$ cat config.mk
export PLATFORM = sky130hd
export DESIGN_NAME = train_step_sequencer
export DESIGN_NICKNAME = d
export VERILOG_FILES = /design/src/rtl/train_step_sequencer.sv
export SDC_FILE = /design/constraint.sdc
export NUM_CORES = 1
export LEC_CHECK = 0
export ABC_AREA = 1
export ABC_CLOCK_PERIOD_IN_PS = 2000
export CORE_MARGIN = 2
export CORE_UTILIZATION = 50
export DETAILED_ROUTE_END_ITERATION = 16
export PLACE_DENSITY = 0.77
export SLEW_MARGIN = 20
export SYNTH_ARGS = -nofsm -noshare
export SYNTH_HDL_FRONTEND = slang
export SYNTH_SLANG_ARGS = --single-unit
$ cat constraint.sdc
create_clock -name ap_clk -period 2 [get_ports ap_clk]
set_input_delay 0.4 -clock ap_clk [delete_from_list [all_inputs] [get_ports ap_clk]]
set_output_delay 0.4 -clock ap_clk [all_outputs]
set_load 0.1 [all_outputs]
$ cat src/rtl/train_step_sequencer.sv
// train_step_sequencer: runs grad reset, N x (fw, bw, grad), then param update per software command
module train_step_sequencer #(
    parameter int BATCH_W        = 16,
    parameter int TIMEOUT_CYCLES = 1048576,
    parameter int TMO_W          = 21
) (
    input  logic               ap_clk,
    input  logic               ap_rst,
    input  logic               cmd_start,
    input  logic [BATCH_W-1:0] cmd_batch,
    output logic               fw_start,
    input  logic               fw_done,
    output logic               bw_start,
    input  logic               bw_done,
    output logic               grad_start,
    input  logic               grad_done,
    output logic               param_start,
    input  logic               param_done,
    output logic               grad_reset,
    input  logic               grad_reset_busy,
    output logic               busy,
    output logic               done,
    output logic               err_timeout,
    output logic [BATCH_W-1:0] sample_cnt
);
    typedef enum logic [3:0] {IDLE, GRST, GRST_WAIT, FW, BW, GRAD, PARAM, DONE, ERR} state_t;
    state_t state, state_nxt, follow;
    logic cmd_prev, armed, grst_seen, launch, waiting, tmo_hit, adv;
    logic [BATCH_W-1:0] batch, sample_nxt;
    logic [TMO_W-1:0] tmo_cnt;
    // armed blocks a level that was already high when reset released from counting as an edge
    assign launch      = cmd_start && !cmd_prev && armed;
    assign sample_nxt  = sample_cnt + BATCH_W'(1);
    assign waiting     = state inside {GRST_WAIT, FW, BW, GRAD, PARAM};
    assign tmo_hit     = (TIMEOUT_CYCLES != 0) && (tmo_cnt == TMO_W'(TIMEOUT_CYCLES - 1));
    assign fw_start    = state == FW;
    assign bw_start    = state == BW;
    assign grad_start  = state == GRAD;
    assign param_start = state == PARAM;
    assign grad_reset  = state == GRST;
    assign done        = state == DONE;
    assign err_timeout = state == ERR;
    assign busy        = !(state inside {IDLE, DONE, ERR});
    // next state: a wait state's exit condition beats a simultaneous timeout
    always_comb begin
        adv       = 1'b0;
        follow    = state;
        state_nxt = state;
        case (state)
            IDLE:      state_nxt = launch ? ((cmd_batch == '0) ? DONE : GRST) : IDLE;
            GRST:      state_nxt = GRST_WAIT;
            GRST_WAIT: begin adv = grst_seen && !grad_reset_busy; follow = FW; end
            FW:        begin adv = fw_done; follow = BW; end
            BW:        begin adv = bw_done; follow = GRAD; end
            GRAD:      begin adv = grad_done; follow = (sample_nxt == batch) ? PARAM : FW; end
            PARAM:     begin adv = param_done; follow = DONE; end
            DONE, ERR: state_nxt = cmd_start ? state : IDLE;
            default:   state_nxt = IDLE;
        endcase
        if (waiting)
            state_nxt = adv ? follow : (tmo_hit ? ERR : state);
    end
    // state, edge detect, batch latch, sample count and wait timer
    always_ff @(posedge ap_clk) begin
        if (ap_rst) begin
            state      <= IDLE;
            cmd_prev   <= 1'b0;
            armed      <= !cmd_start;
            batch      <= '0;
            sample_cnt <= '0;
            tmo_cnt    <= '0;
            grst_seen  <= 1'b0;
        end else begin
            state     <= state_nxt;
            cmd_prev  <= cmd_start;
            armed     <= armed || !cmd_start;
            grst_seen <= (state == GRST_WAIT) && (state_nxt == GRST_WAIT);
            tmo_cnt   <= (!waiting || state_nxt != state) ? '0 : tmo_cnt + TMO_W'(1);
            if (state == IDLE && launch) begin
                batch      <= cmd_batch;
                sample_cnt <= '0;
            end else if (state == GRAD && grad_done) begin
                sample_cnt <= sample_nxt;
            end
        end
    end
endmodule
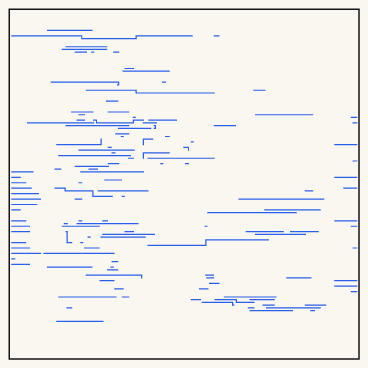
Figure 1: run 1, metal 3.
Drawn at 4 px/um.
- main direction: horizontal
- nets with wire on the layer: 104
- longest straight run: 22.1 um

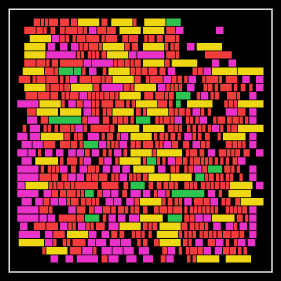
Figure 2: run 1, cell classes on the final placement.
Drawn at 3 px/um.
- magenta: other buffers and delay cells (cells 156; share of their area 26%)
- green: clock drivers and dummy loads (cells 16; share of their area 4.2%)
- yellow: flops (cells 60; share of their area 24%)
- red: combinational and other logic (cells 449; share of their area 46%)
Core Region: 6720 um^2
Post-Route Utilization: 80.4%
sequential share of cell area: 23.1%
row count: 30

==> qor.yml, run 1 <==
maxCapViolations: 0
area_growth_pct: 56.7
status: "finished, violations left"
powerDensity_nw_per_um2: 546
htree_levels: 3
clock.fmax_mhz: 400
period_used_pct: 125
layout.nets: 702
syn_inst: 517
async_flop_share_pct: 0
vias_per_cell: 5.51
critPathMaxFanout: 6
yosysChipArea_um2: 3450
stdcell_area_um2: 5410
vias: 4196
slew_viol_final: 0
die_w_um: 87.0
dp_hpwl_mm: 7.51
antenna_cells: 0
yosys-top-cells-area: "dfxtp_1 35%, nand2_1 12%, inv_1 7.8%"
hold_viol_final: 0
fin_crit_ns: 2.50
synth_top_cell_by_area: "dfxtp_1"
crit_type: "flop to flop"
syn_avg_cell_area_um2: 6.67
ys.flop_type: "dfxtp_1"
final.setup.worst_slack_ns: -0.501
top_cells_by_count: "113 x nand2_1, 72 x inv_1, 60 x dfxtp_1"
syn-cell-area_um2: 3450
vdd_drop_max_uv: 456
dp_cells: 732
worstPathRequired_ns: 2.31
arrival_ns: 2.81
grt_pass1_vias: 3917
yosys_register_bits: 60
hold_path.class: "flop to flop"
synth_cell_types: 35
failed_checks: "negative setup slack"
dpl_cell_area_um2: 4890
place.gp.congestion: 0.933
port_buffers: 47
io_pins: 48
final-setup-viol-count: 25
worst_pin_slew_ns: 0.460
warning_count: 29
maxSlewHeadroom_pct: 69.0
seq_area_frac_synth_pct: 34.8
drt_pass1_iterations: 5
cts_sinks: 60
clock_skew_ns: 0.0133
drc: 0
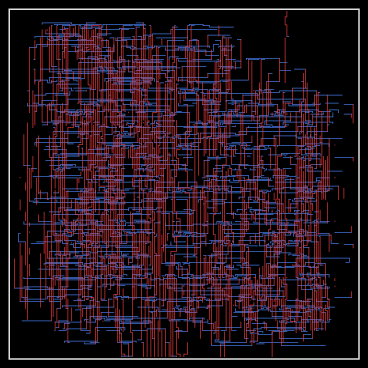
Figure 3: run 1, routed metal, one color a layer.
Drawn at 4 px/um. Only two layers are drawn.
- red: metal 2 (wire length 6020 um)
- blue: metal 1 (wire length 4530 um)
Detailed Route WL: 11.8 mm
DR WL/cell: 15.5 um
gr usage total: 28.8%

## run 1: power breakdown
part           switching, uW  internal (uW)
logic                    233            192
clock network            569            709
registers               27.6           1220
total                    830           2120
## run 1: cell usage in the layout (no fill, tap or decap), drive strengths merged
cell type / instances
a211oi: 2
a21oi: 24
a22oi: 1
a31oi: 3
buf: 132
bufinv: 2
clkbuf: 10
clkdlybuf4s50: 23
clkinv: 5
clkinvlp: 1
dfxtp: 60
ha: 2
inv: 78
nand2: 117
nand3: 40
nand3b: 8
nand4: 13
nor2: 82
nor3: 9
nor3b: 1
nor4: 7
o211ai: 3
o21ai: 36
o41ai: 1
xnor2: 4
xor2: 17
## run 1: flip-flops by register name, indices dropped and copies added (netlist names)
register,count
tmo_cnt,21
armed,1
sample_cnt,16
cmd_prev,1
grst_seen,1
state,4
batch,16
## run 1: routing by layer
| layer | vias up | wire length (um) | track usage, % |
|---|---|---|---|
| met5 | - | 0 | 0 |
| met4 | 0 | 406 | 11.8 |
| met3 | 47 | 855 | 7.96 |
| met2 | 202 | 6020 | 49.8 |
| met1 | 1962 | 4530 | 33.3 |
| li1 | 1985 | - | - |
## run 1: layout make-up
type | instances | area [um^2]
multi-input cells | 370 | 2120
repair buffers | 156 | 1400
fillers | 437 | 1310
flip-flops and latches | 60 | 1250
inverters | 79 | 304
clock buffers | 9 | 124
well taps | 80 | 100
clock inverters | 7 | 98.8
## run 1: timing repair
action,4_1_cts,5_1_grt
pin swaps,3,6
endpoints found under the setup margin,25,33
gates cloned,1,1
hold buffers,0,0
gates resized,10,32
setup buffers,6,6
## run 1: critical path, stage by stage, from the launching register on
cell	delay, ns
dfxtp_1	0.35
ha_1	0.17
nand4_1	0.15
nor2_2	0.13
nand3_1	0.14
nor2_1	0.19
nand2_1	0.11
nand2_1	0.09
nand2_1	0.06
nand3b_1	0.14
nand2_1	0.10
nand2_1	0.07
nand2_1	0.08
nor2_2	0.16
nand3_4	0.19
clkbuf_16	0.21
nor2_1	0.09
## run 1: logic make-up (layout without fill, tap and decap cells)
family          count (synthesis)  count (layout)  synth area share, %
flops                          60              60                 34.8
xor+xnor                       21              21                 5.33
simple gates                  277             277                 37.9
compound gates                 70              70                 11.0
fa+ha+maj                       2               2                0.726
buf+inv                        87             251                 10.2
## run 1: per-stage QoR
step                hold WS, ns  TNS [ns]
floorplan                 0.402     -5.23
global placement          0.450     -5.79
detailed placement        0.455     -8.16
CTS                       0.467     -5.83
global route              0.485    -14.06
finish                    0.465    -10.50
## run 1: final timing paths
path / startpoint / end / slack, ns / depth (start not counted)
hold reg to reg: armed / armed / 0.46 / 2
setup / recovery: tmo_cnt[1] / tmo_cnt[0] / -0.50 / 16
setup reg to reg: tmo_cnt[1] / tmo_cnt[0] / -0.50 / 16
hold / removal: armed / armed / 0.46 / 2
Figure 4. Sequential cells colored by netlist name (run 1).
Drawn at 6 px/um. Other sequential cells in the stronger gray, the rest of the logic in the fainter gray.
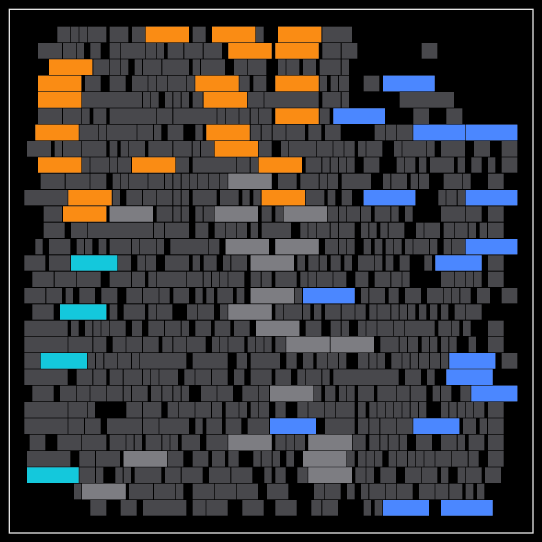

==> run 2, diff against run 1 <==
Settings changed: CELL_PAD_IN_SITES_DETAIL_PLACEMENT set to 1, CELL_PAD_IN_SITES_GLOBAL_PLACEMENT set to 2, CORE_UTILIZATION 50 to 27, PLACE_DENSITY 0.77 to 0.76.
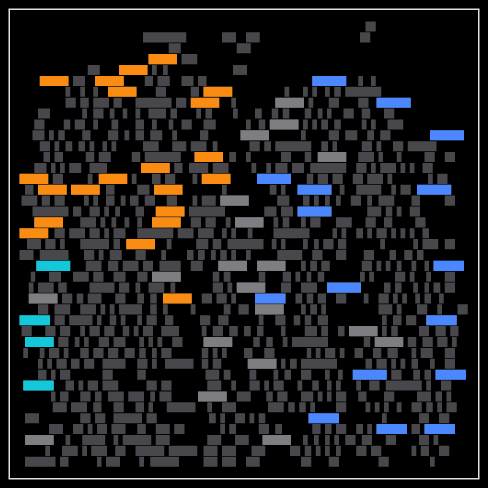
Figure 5: run 2, sequential cells colored by netlist name.
Drawn at 4 px/um. Other sequential cells in the stronger gray, the rest of the logic in the fainter gray.
- orange: tmo_cnt (flops 21)
- cyan: state (flops 4)
- blue: sample_cnt (flops 16)
- not colored: 19
Post-Route Utilization: 46.9%
sequential share of cell area: 21.2%
Power Sequential: 1250 uW
Flop area: 1250 um^2

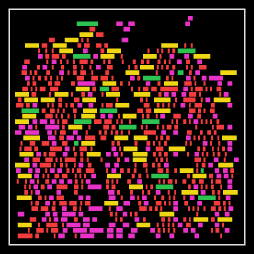
Figure 6: run 2, cell classes on the final placement.
Drawn at 2 px/um.
- red: combinational and other logic (cells 449; share of their area 45%)
- magenta: other buffers and delay cells (cells 174; share of their area 27%)
- yellow: flops (cells 60; share of their area 22%)
- green: clock drivers and dummy loads (cells 16; share of their area 6.0%)

==> run 2 against run 1 <==
  * Hold slack better by 0.0068 ns
  * Sequential cell count stayed put
  * Clock skew is 0.0079 ns lower
  * Routed wire length is 11% higher
  * Cell area is 9.0% higher
  * Largest cell class unchanged
  * The flow still finishes with violations (negative setup slack)
  * Power is 17% higher
  * Critical path depth is 3 higher
  * Cell count is 14% higher
  * Combinational power is 4.7% higher
  * Register-to-register slack better by 0.08 ns
  * Utilization is 34 points lower
  * Non-clock buffer count is 18 higher
  * Largest power group unchanged
==> qor.yml, run 2 <==
status: "finished, violations left"
failed_checks: "negative setup slack"
port_buffers: 47
antenna_cells: 0
synth_cell_types: 35
syn-cell-area_um2: 3450
cp_top_family: "simple AND/OR/NAND/NOR gates"
syn_inst: 517
vdd_drop_max_uv: 713
grt_pass1_vias: 4275
fp-row-count: 41
top_cells_by_count: "113 x nand2_1, 72 x inv_1, 60 x dfxtp_1"
dp_hpwl_mm: 9.70
slew_viol_final: 0
area_growth_pct: 70.8
yosys_register_bits: 60
largest_reg_flops: 21
arrival_ns: 2.70
htree_levels: 3
cts_sinks: 60
ys.flop_type: "dfxtp_1"
critPathMaxFanout: 8
syn_avg_cell_area_um2: 6.67
clock_skew_ns: 0.00539
io_pins: 48
synth_top_cell_by_area: "dfxtp_1"
yosys-top-cells-area: "dfxtp_1 35%, nand2_1 12%, inv_1 7.8%"
drc: 0
drt-total-wl_mm: 13.1
final-setup-viol-count: 26
warning_count: 29
top_register: "tmo_cnt"
hold_path.class: "flop to flop"
period_used_pct: 121
path_buffers: 2
crit_top_cell: "nand2_4"
final.setup.worst_slack_ns: -0.421
worst_pin_slew_ns: 0.423
fin_crit_ns: 2.42
most-common-layout-cells: "137 x buf_4, 96 x nand2_1, 69 x inv_1"
vias_per_cell: 4.59
worstPathRequired_ns: 2.28
stdcell_area_um2: 5890
layout.nets: 720
num-fill-cells: 1578
grt.total_usage_pct: 19.9
vias: 3999
wire_per_inst_um: 15.1
hold_viol_final: 0
lay_top_count: "buf_4"
maxSlewHeadroom_pct: 71.6
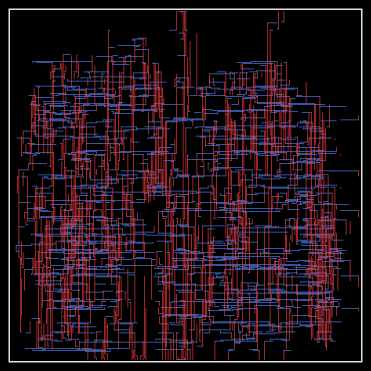
Figure 7: run 2, routed metal, one color a layer.
Drawn at 3 px/um. Only two layers are drawn.
- red: metal 2 (wire length 7180 um)
- blue: metal 1 (wire length 5300 um)

## run 2: cell counts after synthesis
No cell type changed its count.
## run 2: power breakdown
part | internal [uW] | switching [uW]
Sequential | 1220 | 27.2
Combinational | 202 | 243
Clock | 1150 | 597
Total | 2570 | 868
## run 2: cell families after synthesis
kind of cell | Yosys count | synth area share [%]
buffers and inverters | 87 | 10.2
xor gates and xnor gates | 21 | 5.33
DFF | 60 | 34.8
AOI/OAI and AO/OA | 70 | 11.0
adders and majority gates | 2 | 0.726
and+or+nand+nor | 277 | 37.9
## run 2: area by class of cell
type	instances	area share, %
multi-input combinational	370	38.5
clock inverter	4	0.871
tap	172	3.65
clock buffer	12	4.91
sequential	60	21.2
timing repair buffer	174	25.8
inverter	79	5.12
## run 2: worst reg2reg max path: cells and delay by family, from the launching register on
kind	cells	cell delay, ns
flip-flops	1	0.37
buffers and inverters	2	0.33
adder cells (fa/ha/maj)	1	0.16
AND/OR/NAND/NOR	16	1.51
## run 2: metrics by stage
stage	cells	hold slack (ns)	TNS (ns)	setup slack, ns	power [uW]
final	871	0.472	-9.52	-0.421	3440
after detailed placement	839	0.466	-11.43	-0.466	1660
after global routing	871	0.495	-12.96	-0.562	3570
after global placement	839	0.452	-8.86	-0.365	1660
after floorplan	517	0.402	-5.23	-0.260	1460
after CTS	866	0.473	-5.93	-0.289	3450
## run 2: path summary, 6_finish.rpt
path,to,slack [ns],depth (start not counted),startpoint
setup reg to reg,tmo_cnt[1],-0.42,19,sample_cnt[1]
setup / recovery,tmo_cnt[1],-0.42,19,sample_cnt[1]
hold reg to reg,batch[3],0.47,2,batch[3]
hold / removal,batch[3],0.47,2,batch[3]
## run 2: routing by layer
layer / global-route usage, % / part of all wire, %
met3: 3.96 / 2.5
met5: 0 / 0
met4: 7.76 / 2.6
met1: 21.2 / 40
met2: 38.4 / 55
## run 2: what timing repair did
action	CTS	global route
gates cloned	0	1
endpoints found under the setup margin	28	37
buffers inserted	12	5
pin swaps	14	24
gates resized	37	38
Figure 8. Metal 3 (run 2).
Drawn at 3 px/um.
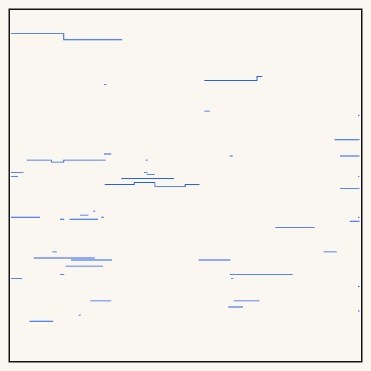

==> run 3, diff against run 2 <==
Settings changed: CORE_MARGIN 2 to not set, GPL_ROUTABILITY_DRIVEN set to 0, SKIP_CTS_REPAIR_TIMING set to 1.
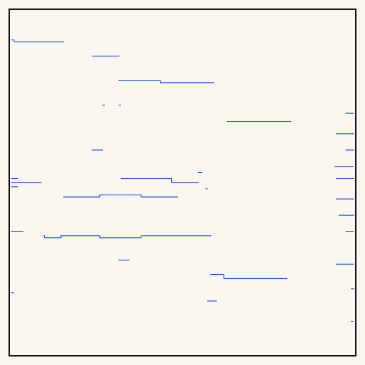
Figure 9: run 3, metal 3.
Drawn at 3 px/um.
- nets with wire on the layer: 21
- main direction: horizontal
- wire length on this layer: 306 um
met3 Usage GRT: 5.54%
Vias: 4013
Detailed Route WL: 12.6 mm

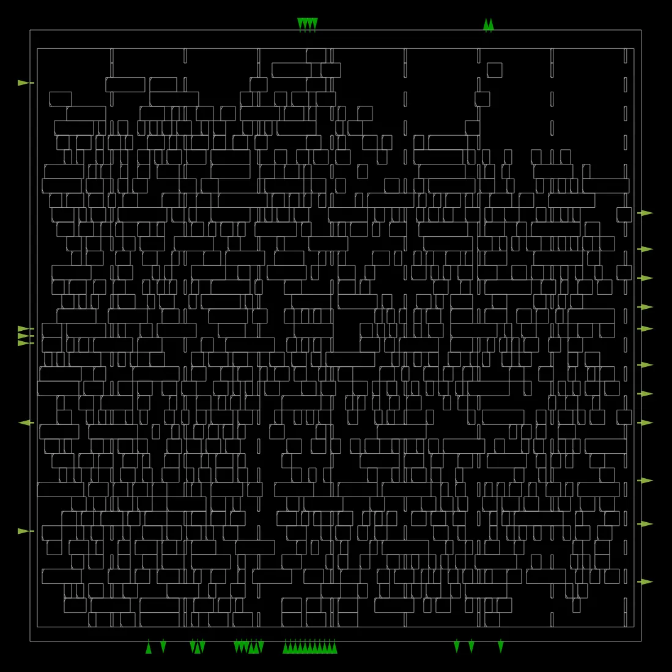
Figure 10: run 3, cell outlines without signal wires.
sequential share of cell area: 21.4%
Core Region: 12200 um^2

==> run 3 against run 2 <==
  * The flow still finishes with violations (negative setup slack)
  * Synthesized cell count unchanged
  * Synthesized area stayed put
  * Sequential share of layout area rose by 0.19 points
  * Critical path depth is 1 higher
  * First-iteration DRC count is 20% lower
  * Fmax up 3.8%
  * Utilization increased by 1.1 points
  * Count of clock-buffer cells in the layout increased by 3
  * Die area shrank 3.4%
  * Clock power down 3%
  * Largest power group unchanged
==> qor.yml, run 3 <==
status: "finished, violations left"
failed_checks: "negative setup slack"
p_sw_share_pct: 24.5
critPathMaxFanout: 11
synth_cell_types: 35
lay_top_count: "buf_4"
async_flop_share_pct: 0
busiest_layer: "met2"
io_pins: 48
crit_type: "flop to flop"
worst_pin_slew_ns: 0.361
powerDensity_nw_per_um2: 576
fin_crit_ns: 2.33
port_buffers: 47
fp-row-count: 40
p_sw_uw: 826
crit_top_cell: "nand2_1"
seq_area_frac_synth_pct: 34.8
final.setup.worst_slack_ns: -0.332
htree_levels: 3
layout.nets: 732
syn-cell-area_um2: 3450
hold_end: "armed"
warning_count: 28
arrival_ns: 2.61
drc: 0
r2r_slack_ns: -0.33
period_used_pct: 117
hold_viol_final: 0
r2r_cells: 20
largest_reg_flops: 21
final-setup-viol-count: 24
clock.fmax_mhz: 429
vias_per_cell: 4.57
vdd_drop_max_uv: 456
antenna_cells: 0
fin_total_pwr_uw: 3380
slew_viol_final: 0
seq_power_share_pct: 36.8
clockPowerShare_pct: 50.3
synth_top_cell_by_area: "dfxtp_1"
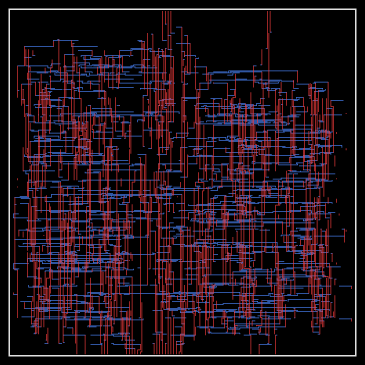
Figure 11: run 3, routed metal, one color a layer.
Drawn at 3 px/um. Only two layers are drawn.
- blue: metal 1 (wire length 5240 um)
- red: metal 2 (wire length 6890 um)
DR WL/cell: 14.3 um
gr usage total: 20.0%

[run 3: cell types whose count changed in the layout (fill, tap and decap cells not counted), moves of 2 or more]
| cell | before | now |
|---|---|---|
| nand3_4 | 3 | 1 |
| o21ai_2 | 4 | 2 |
| nor2_1 | 41 | 43 |
| nand2_1 | 96 | 101 |
| nand3_2 | 6 | 8 |
| buf_4 | 137 | 149 |
| nor2_4 | 22 | 12 |
| nor2_2 | 19 | 27 |
| nand2_4 | 7 | 3 |
| dfxtp_1 | 41 | 39 |
[run 3: how the worst max path moves through the flow]
stage | from | to | depth (start not counted)
2_1_floorplan | state[1] | tmo_cnt[2] | 18
3_3_place_gp | cmd_batch[3] | tmo_cnt[0] | 13
6_report | sample_cnt[6] | tmo_cnt[0] | 20
4_1_cts | sample_cnt[0] | tmo_cnt[0] | 18
5_1_grt | sample_cnt[4] | tmo_cnt[2] | 20
3_5_place_dp | cmd_batch[4] | tmo_cnt[0] | 13
[run 3: worst max-delay path, delay by kind of cell, from the launching register on]
family	cells	cell delay [ns]
buf+inv	3	0.41
flops	1	0.36
simple gates	17	1.50
[run 3: layer usage]
metal	vias up	routed length, um	part of all wire, %
met3	11	306	2.4
met5	-	0	0
met1	1918	5240	42
met2	36	6890	55
met4	0	153	1.2
li1	2048	-	-
[run 3: cell type report]
class	count	area, um^2	area share [%]
clock buffers	15	332	5.66
clock inverters	1	5.00	0.0854
inverters	79	304	5.19
multi-input cells	370	2150	36.6
flip-flops and latches	60	1250	21.4
well taps	168	210	3.59
repair buffers	186	1610	27.4
[run 3: logic make-up (layout without fill, tap and decap cells)]
logic type                 count (synthesis)  after routing  synth area share, %
adders and majority gates                  2              2                0.726
xor gates and xnor gates                  21             21                 5.33
buffers and inverters                     87            281                 10.2
AOI/OAI and AO/OA                         70             70                 11.0
and+or+nand+nor                          277            277                 37.9
DFF                                       60             60                 34.8
[run 3: power groups by stage]
stage / combinational [uW] / clock (uW) / sequential, uW
floorplan: 201 / 0 / 1260
global placement: 398 / 0 / 1270
detailed placement: 405 / 0 / 1270
CTS: 408 / 1740 / 1240
global route: 471 / 1810 / 1250
finish: 433 / 1700 / 1240
[run 3: through the flow]
stage / utilization (%) / std cells / area, um^2
after floorplan: - / 517 / 3590
after global placement: 42.9 / 853 / 5240
after detailed placement: 42.9 / 853 / 5240
after CTS: 45.7 / 869 / 5580
after global routing: 48.0 / 879 / 5860
final: 48.0 / 879 / 5860
Power is estimated from default activity; no workload was simulated.
